## src/rtl/kernel_pkg.sv

```systemverilog
// Shared constants and FSM encoding for the kernel register-file loader.
// Optional feature macro used by the loader: KERNEL_LOAD_CHECKSUM_EN.
package kernel_pkg;
    localparam int DATA_W     = 16;
    localparam int ADDR_W     = 9;
    localparam int RF_DEPTH   = 512;
    localparam int NUM_KERNEL = 4;
    localparam int LANE_W     = $clog2(NUM_KERNEL);

    typedef enum logic [1:0] {
        ST_IDLE   = 2'd0,
        ST_GATHER = 2'd1,
        ST_WRITE  = 2'd2,
        ST_DONE   = 2'd3
    } state_e;
endpackage

```

## src/rtl/kernel_rf_loader.sv

```systemverilog
// Gathers four streamed weights per address and writes them to four kernel banks in one cycle.
// Define KERNEL_LOAD_CHECKSUM_EN to add a running signed checksum output of accepted weights.
module kernel_rf_loader #(
    parameter int DATA_W = 16,
    parameter int ADDR_W = 9
) (
    input  logic                     clk,
    input  logic                     rst_n,
    input  logic                     start,
    input  logic [ADDR_W-1:0]        base_addr,
    input  logic [ADDR_W:0]          num_addr,
    input  logic                     in_valid,
    input  logic signed [DATA_W-1:0] in_data,
    output logic                     in_ready,
    output logic                     kernel_rf_en,
    output logic                     kernel_rf_wr_en,
    output logic [ADDR_W-1:0]        kernel_rf_wr_addr,
    output logic signed [DATA_W-1:0] kernel1_rf_wr_data,
    output logic signed [DATA_W-1:0] kernel2_rf_wr_data,
    output logic signed [DATA_W-1:0] kernel3_rf_wr_data,
    output logic signed [DATA_W-1:0] kernel4_rf_wr_data,
`ifdef KERNEL_LOAD_CHECKSUM_EN
    output logic signed [DATA_W+ADDR_W+1:0] checksum,
`endif
    output logic                     busy,
    output logic                     done
);
    import kernel_pkg::*;

    localparam logic [LANE_W-1:0] LANE_LAST = LANE_W'(NUM_KERNEL - 1);

    state_e                    state_q, state_d;
    logic [LANE_W-1:0]         lane_cnt_q, lane_cnt_d;
    logic [ADDR_W-1:0]         addr_q, addr_d;
    logic [ADDR_W:0]           rem_q, rem_d;
    logic signed [DATA_W-1:0]  lane_q [NUM_KERNEL];
    logic signed [DATA_W-1:0]  lane_d [NUM_KERNEL];
    logic                      in_ready_q, in_ready_d;
    logic                      busy_q, busy_d;
    logic                      done_q, done_d;
    logic                      bank_en_n_q, bank_en_n_d;
    logic                      hs;

`ifdef KERNEL_LOAD_CHECKSUM_EN
    localparam int CSUM_W = DATA_W + ADDR_W + 2;
    logic signed [CSUM_W-1:0]  csum_q, csum_d;
`endif

    // in_ready is a registered copy of (state == GATHER), so it doubles as the accept qualifier
    assign hs = in_valid && in_ready_q;

    always_comb begin
        state_d    = state_q;
        lane_cnt_d = lane_cnt_q;
        addr_d     = addr_q;
        rem_d      = rem_q;
        lane_d     = lane_q;
`ifdef KERNEL_LOAD_CHECKSUM_EN
        csum_d     = csum_q;
`endif
        case (state_q)
            ST_IDLE: begin
                if (start) begin
                    addr_d     = base_addr;
                    rem_d      = num_addr;
                    lane_cnt_d = '0;
`ifdef KERNEL_LOAD_CHECKSUM_EN
                    csum_d     = '0;
`endif
                    state_d    = (num_addr == '0) ? ST_DONE : ST_GATHER;
                end
            end
            ST_GATHER: begin
                if (hs) begin
                    lane_d[lane_cnt_q] = in_data;
                    lane_cnt_d         = lane_cnt_q + LANE_W'(1);
`ifdef KERNEL_LOAD_CHECKSUM_EN
                    csum_d             = csum_q + CSUM_W'(in_data);
`endif
                    if (lane_cnt_q == LANE_LAST) begin
                        state_d = ST_WRITE;
                    end
                end
            end
            ST_WRITE: begin
                addr_d     = addr_q + ADDR_W'(1);
                rem_d      = rem_q - (ADDR_W+1)'(1);
                lane_cnt_d = '0;
                state_d    = (rem_q == (ADDR_W+1)'(1)) ? ST_DONE : ST_GATHER;
            end
            default: begin
                state_d = ST_IDLE;
            end
        endcase

        // Outputs are decoded from the next state so they line up with it once registered
        in_ready_d  = (state_d == ST_GATHER);
        busy_d      = (state_d != ST_IDLE);
        done_d      = (state_d == ST_DONE);
        bank_en_n_d = (state_d != ST_WRITE);
    end

    always_ff @(posedge clk) begin
        if (!rst_n) begin
            state_q     <= ST_IDLE;
            lane_cnt_q  <= '0;
            addr_q      <= '0;
            rem_q       <= '0;
            in_ready_q  <= 1'b0;
            busy_q      <= 1'b0;
            done_q      <= 1'b0;
            bank_en_n_q <= 1'b1;
            for (int i = 0; i < NUM_KERNEL; i++) begin
                lane_q[i] <= '0;
            end
`ifdef KERNEL_LOAD_CHECKSUM_EN
            csum_q      <= '0;
`endif
        end else begin
            state_q     <= state_d;
            lane_cnt_q  <= lane_cnt_d;
            addr_q      <= addr_d;
            rem_q       <= rem_d;
            in_ready_q  <= in_ready_d;
            busy_q      <= busy_d;
            done_q      <= done_d;
            bank_en_n_q <= bank_en_n_d;
            lane_q      <= lane_d;
`ifdef KERNEL_LOAD_CHECKSUM_EN
            csum_q      <= csum_d;
`endif
        end
    end

    assign in_ready           = in_ready_q;
    assign busy               = busy_q;
    assign done               = done_q;
    assign kernel_rf_en       = bank_en_n_q;
    assign kernel_rf_wr_en    = bank_en_n_q;
    assign kernel_rf_wr_addr  = addr_q;
    assign kernel1_rf_wr_data = lane_q[0];
    assign kernel2_rf_wr_data = lane_q[1];
    assign kernel3_rf_wr_data = lane_q[2];
    assign kernel4_rf_wr_data = lane_q[3];
`ifdef KERNEL_LOAD_CHECKSUM_EN
    assign checksum           = csum_q;
`endif

endmodule

```

## config.mk

```make
export PLATFORM = sky130hd
export DESIGN_NAME = kernel_rf_loader
export DESIGN_NICKNAME = d
export VERILOG_FILES = /design/src/rtl/kernel_pkg.sv /design/src/rtl/kernel_rf_loader.sv
export SDC_FILE = /design/constraint.sdc
export NUM_CORES = 1
export LEC_CHECK = 0
export CORE_MARGIN = 10
export CORE_UTILIZATION = 40
export DETAILED_ROUTE_END_ITERATION = 10
export GPL_TIMING_DRIVEN = 0
export PLACE_DENSITY = 0.67
export SYNTH_ARGS = -nofsm -noshare
export SYNTH_HDL_FRONTEND = slang
export SYNTH_SLANG_ARGS = --single-unit
```

## constraint.sdc

```tcl
create_clock -name clk -period 4.8 [get_ports clk]
set_clock_uncertainty 0.15 [all_clocks]
set_input_delay 0.72 -clock clk [delete_from_list [all_inputs] [get_ports clk]]
set_output_delay 0.72 -clock clk [all_outputs]
set_load 0.005 [all_outputs]
```

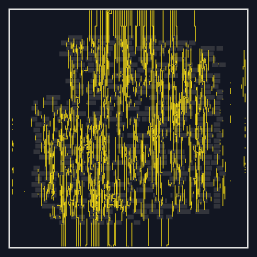
layer_met2.png
Drawn at 2 px/um.
longest straight run = 47.3 um
share of all routed wire = 48%
wire length on this layer = 5830 um
vias post-DR: 3766
Post-Route WL: 12.2 mm

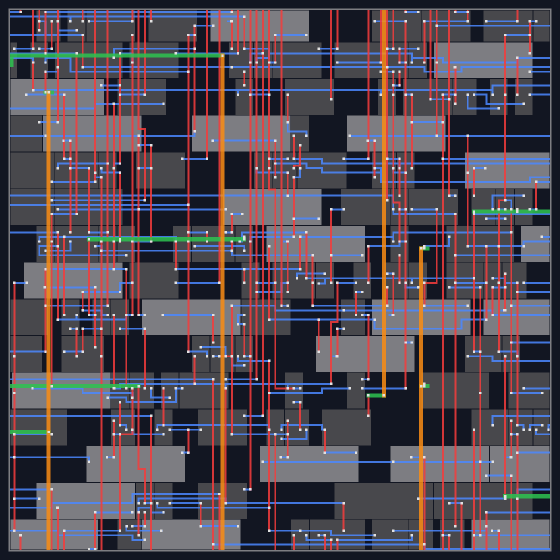
detail.png
Region (39, 63) to (79, 103) um. Cells in grey, sequential cells in the stronger grey; small squares are vias.
green -> metal 3
blue -> metal 1
orange -> metal 4
red -> metal 2
cells with their middle in the window = 126
netlist names of flops here include = kernel2_rf_wr_data (8), kernel3_rf_wr_data (7), kernel4_rf_wr_data (4)
most frequent = nand2_1 (42), clkdlybuf4s50_1 (25), dfxtp_1 (23)
sequential cells in the window = 23

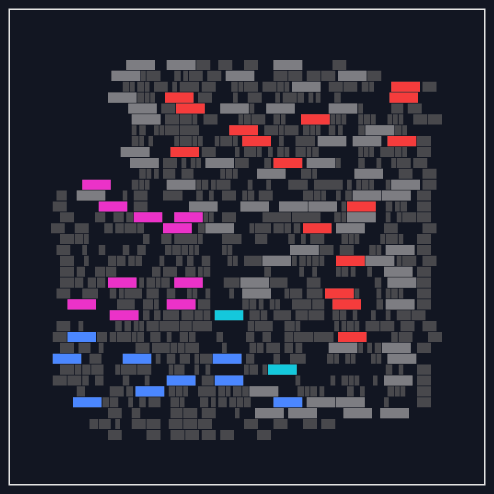
flops_by_reg.png
Drawn at 4 px/um. Other sequential cells in the stronger grey, the rest of the logic in the fainter grey.
cyan -> state_q  # sequential cells 2
blue -> kernel_rf_wr_addr  # sequential cells 9
red -> kernel2_rf_wr_data  # sequential cells 16
magenta -> rem_q  # sequential cells 10, where west
Util after Layout: 57.9%
flop share of the area: 33.8%
storage element area: 1820 um2

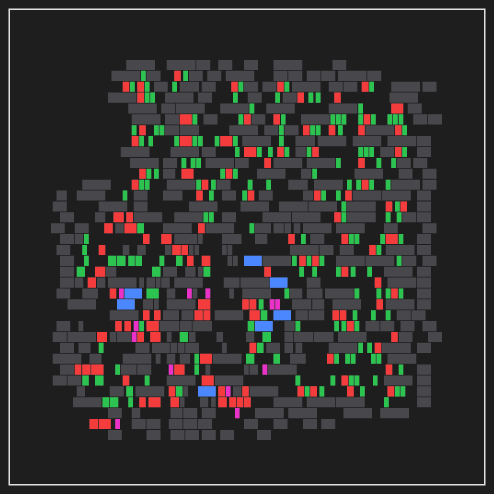
logic_types.png
Drawn at 4 px/um.
green -> nand cells  # cells 167
blue -> fa/ha/maj cells  # cells 7
magenta -> inv cells  # cells 12
red -> aoi and oai cells  # cells 113
Top cell excl fill/tap: nand2_1
Comb/total area: 32.7%
Layout Cells excl Fill: 735

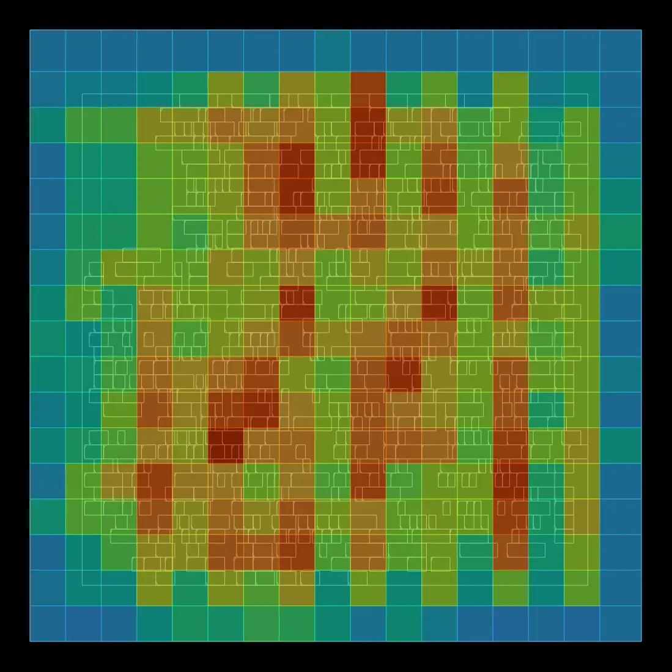
congestion.png
GR Layer Usage met3: 4.09%
DR WL/cell: 16.6 um
met2 Track Usage GR: 28.9%
Total GRT Usage: 17.0%
met1 Use GR: 20.5%

==> flow_summary.yaml <==
# physical design summary
status:
  status: "finished, final reports clean"
final_layout:
  drive_gt1_share_pct: 9.41
  design_area_um2: 5400
  num_antenna_cells: 0
logic_synthesis:
  ys.flops: 91
  yosys.cell_types.count: 53
  syn_area_um2: 3880
power_and_ir_drop:
  cellLeakagePower_nw: 1.86
  vdd_drop_max_uv: 153
clock_network:
  hold_buffers: 0
  h-tree-depth: 3
  cts_tree: "built"
  clk_pin_slew_worst_paths_ns: 0.10
place:
  dpl-instance-area_um2: 5200
  routabilityCongestion: 0.852
routing:
  drt_first_iter_violations: 302
  detail-route-antenna-nets: 0
  wl_met3_um: 748
  top_layer: "met4"
die:
  die_w_um: 118
  die_y_um: 118
  die-area_um2: 14000
  core-area_um2: 9330
sta:
  fmax_mhz: 422
  hold_violations: 0
grt:
  grt_antenna_before_repair: 0
worst_setup_path:
  crit_arrival_ns: 2.52
  cp.required_ns: 4.95
  rrSetupSlack_ns: 3.01
-- logic make-up after synthesis --
logic type	after synthesis	share of synthesized area, %
xor gates and xnor gates	1	0.226
AOI/OAI and AO/OA	123	19.3
buffers and inverters	45	7.52
and+or+nand+nor	207	23.8
DFF	91	47.0
adders and majority gates	7	2.26
-- area by class of cell --
| class | instances | area [um2] |
|---|---|---|
| repair buffers | 116 | 1160 |
| flip-flops and latches | 91 | 1820 |
| plain buffers | 33 | 246 |
| multi-input cells | 338 | 1770 |
| fillers | 906 | 3930 |
| well taps | 129 | 161 |
| inverters | 12 | 45.0 |
| clock inverters | 5 | 45.0 |
| clock buffers | 11 | 151 |
-- flip-flops by register name (all words and copies together) (netlist names) --
register	cells
rem_q	10
kernel_rf_en	1
kernel2_rf_wr_data	16
done	1
in_ready	1
lane_cnt_q	2
kernel3_rf_wr_data	16
busy	1
state_q	2
kernel1_rf_wr_data	16
kernel_rf_wr_addr	9
kernel4_rf_wr_data	16
-- Yosys cell counts, types with 3 or more instances --
cell type,count,area [um2]
nand2b_1,3,18.8
nor2_1,12,45.0
clkbuf_1,10,37.5
nand2_1,144,541
inv_1,11,41.3
a31oi_1,6,37.5
nand3_1,13,65.1
a2bb2oi_1,3,26.3
dfxtp_1,91,1820
and2_4,3,26.3
nor2b_1,3,18.8
ha_1,7,87.6
nor4_1,4,25.0
o22ai_1,3,18.8
or3_1,4,25.0
o211ai_1,3,22.5
o21ai_0,7,35.0
a21oi_1,75,375
buf_6,5,56.3
buf_2,8,40.0
nand4_1,6,37.5
buf_12,3,60.1
buf_4,7,52.6
a21oi_2,7,61.3
-- power by group --
part	switching (mW)	internal, mW	leakage (nW)
Sequential	0.0180	0.771	0.738
Clock	0.282	0.224	0.0981
Combinational	0.0773	0.0775	1.02
Total	0.377	1.07	1.86
-- through the flow --
step,hold WS (ns),utilization [%],setup slack (ns)
after floorplan,0.303,-,2.99
after global placement,0.292,55.8,2.01
after detailed placement,0.296,55.8,2.02
after CTS,0.308,57.9,2.41
after global routing,0.326,57.9,2.25
final,0.307,57.9,2.43
-- final timing paths --
kind,startpoint,end,cells after the start
max,start,done,6
min,kernel2_rf_wr_data[15],kernel2_rf_wr_data[15],2
max reg2reg,kernel_rf_wr_addr[0],kernel_rf_wr_addr[8],5
min reg2reg,kernel2_rf_wr_data[15],kernel2_rf_wr_data[15],2
-- worst max-delay path, cell delays in order --
cell	delay [ns]
clkdlybuf4s50_1	0.52
buf_4	0.19
nor3b_2	0.48
nand4_1	0.26
nand3_1	0.20
nor2b_1	0.15
-- cells in the final DEF, fill, tap and decap left out, types with 4 or more instances in the layout --
master	synthesis	layout
a21oi_1	75	75
a21oi_2	7	7
a31oi_1	6	6
buf_2	8	8
buf_4	7	7
buf_6	5	5
clkbuf_1	10	10
clkbuf_8	0	11
clkdlybuf4s50_1	0	116
dfxtp_1	91	91
ha_1	7	7
inv_1	11	11
nand2_1	144	144
nand3_1	13	13
nand4_1	6	6
nor2_1	12	12
nor4_1	4	4
o21ai_0	7	7
or3_1	4	4
Power figures rest on the tool's default switching activity, not on a simulated workload.
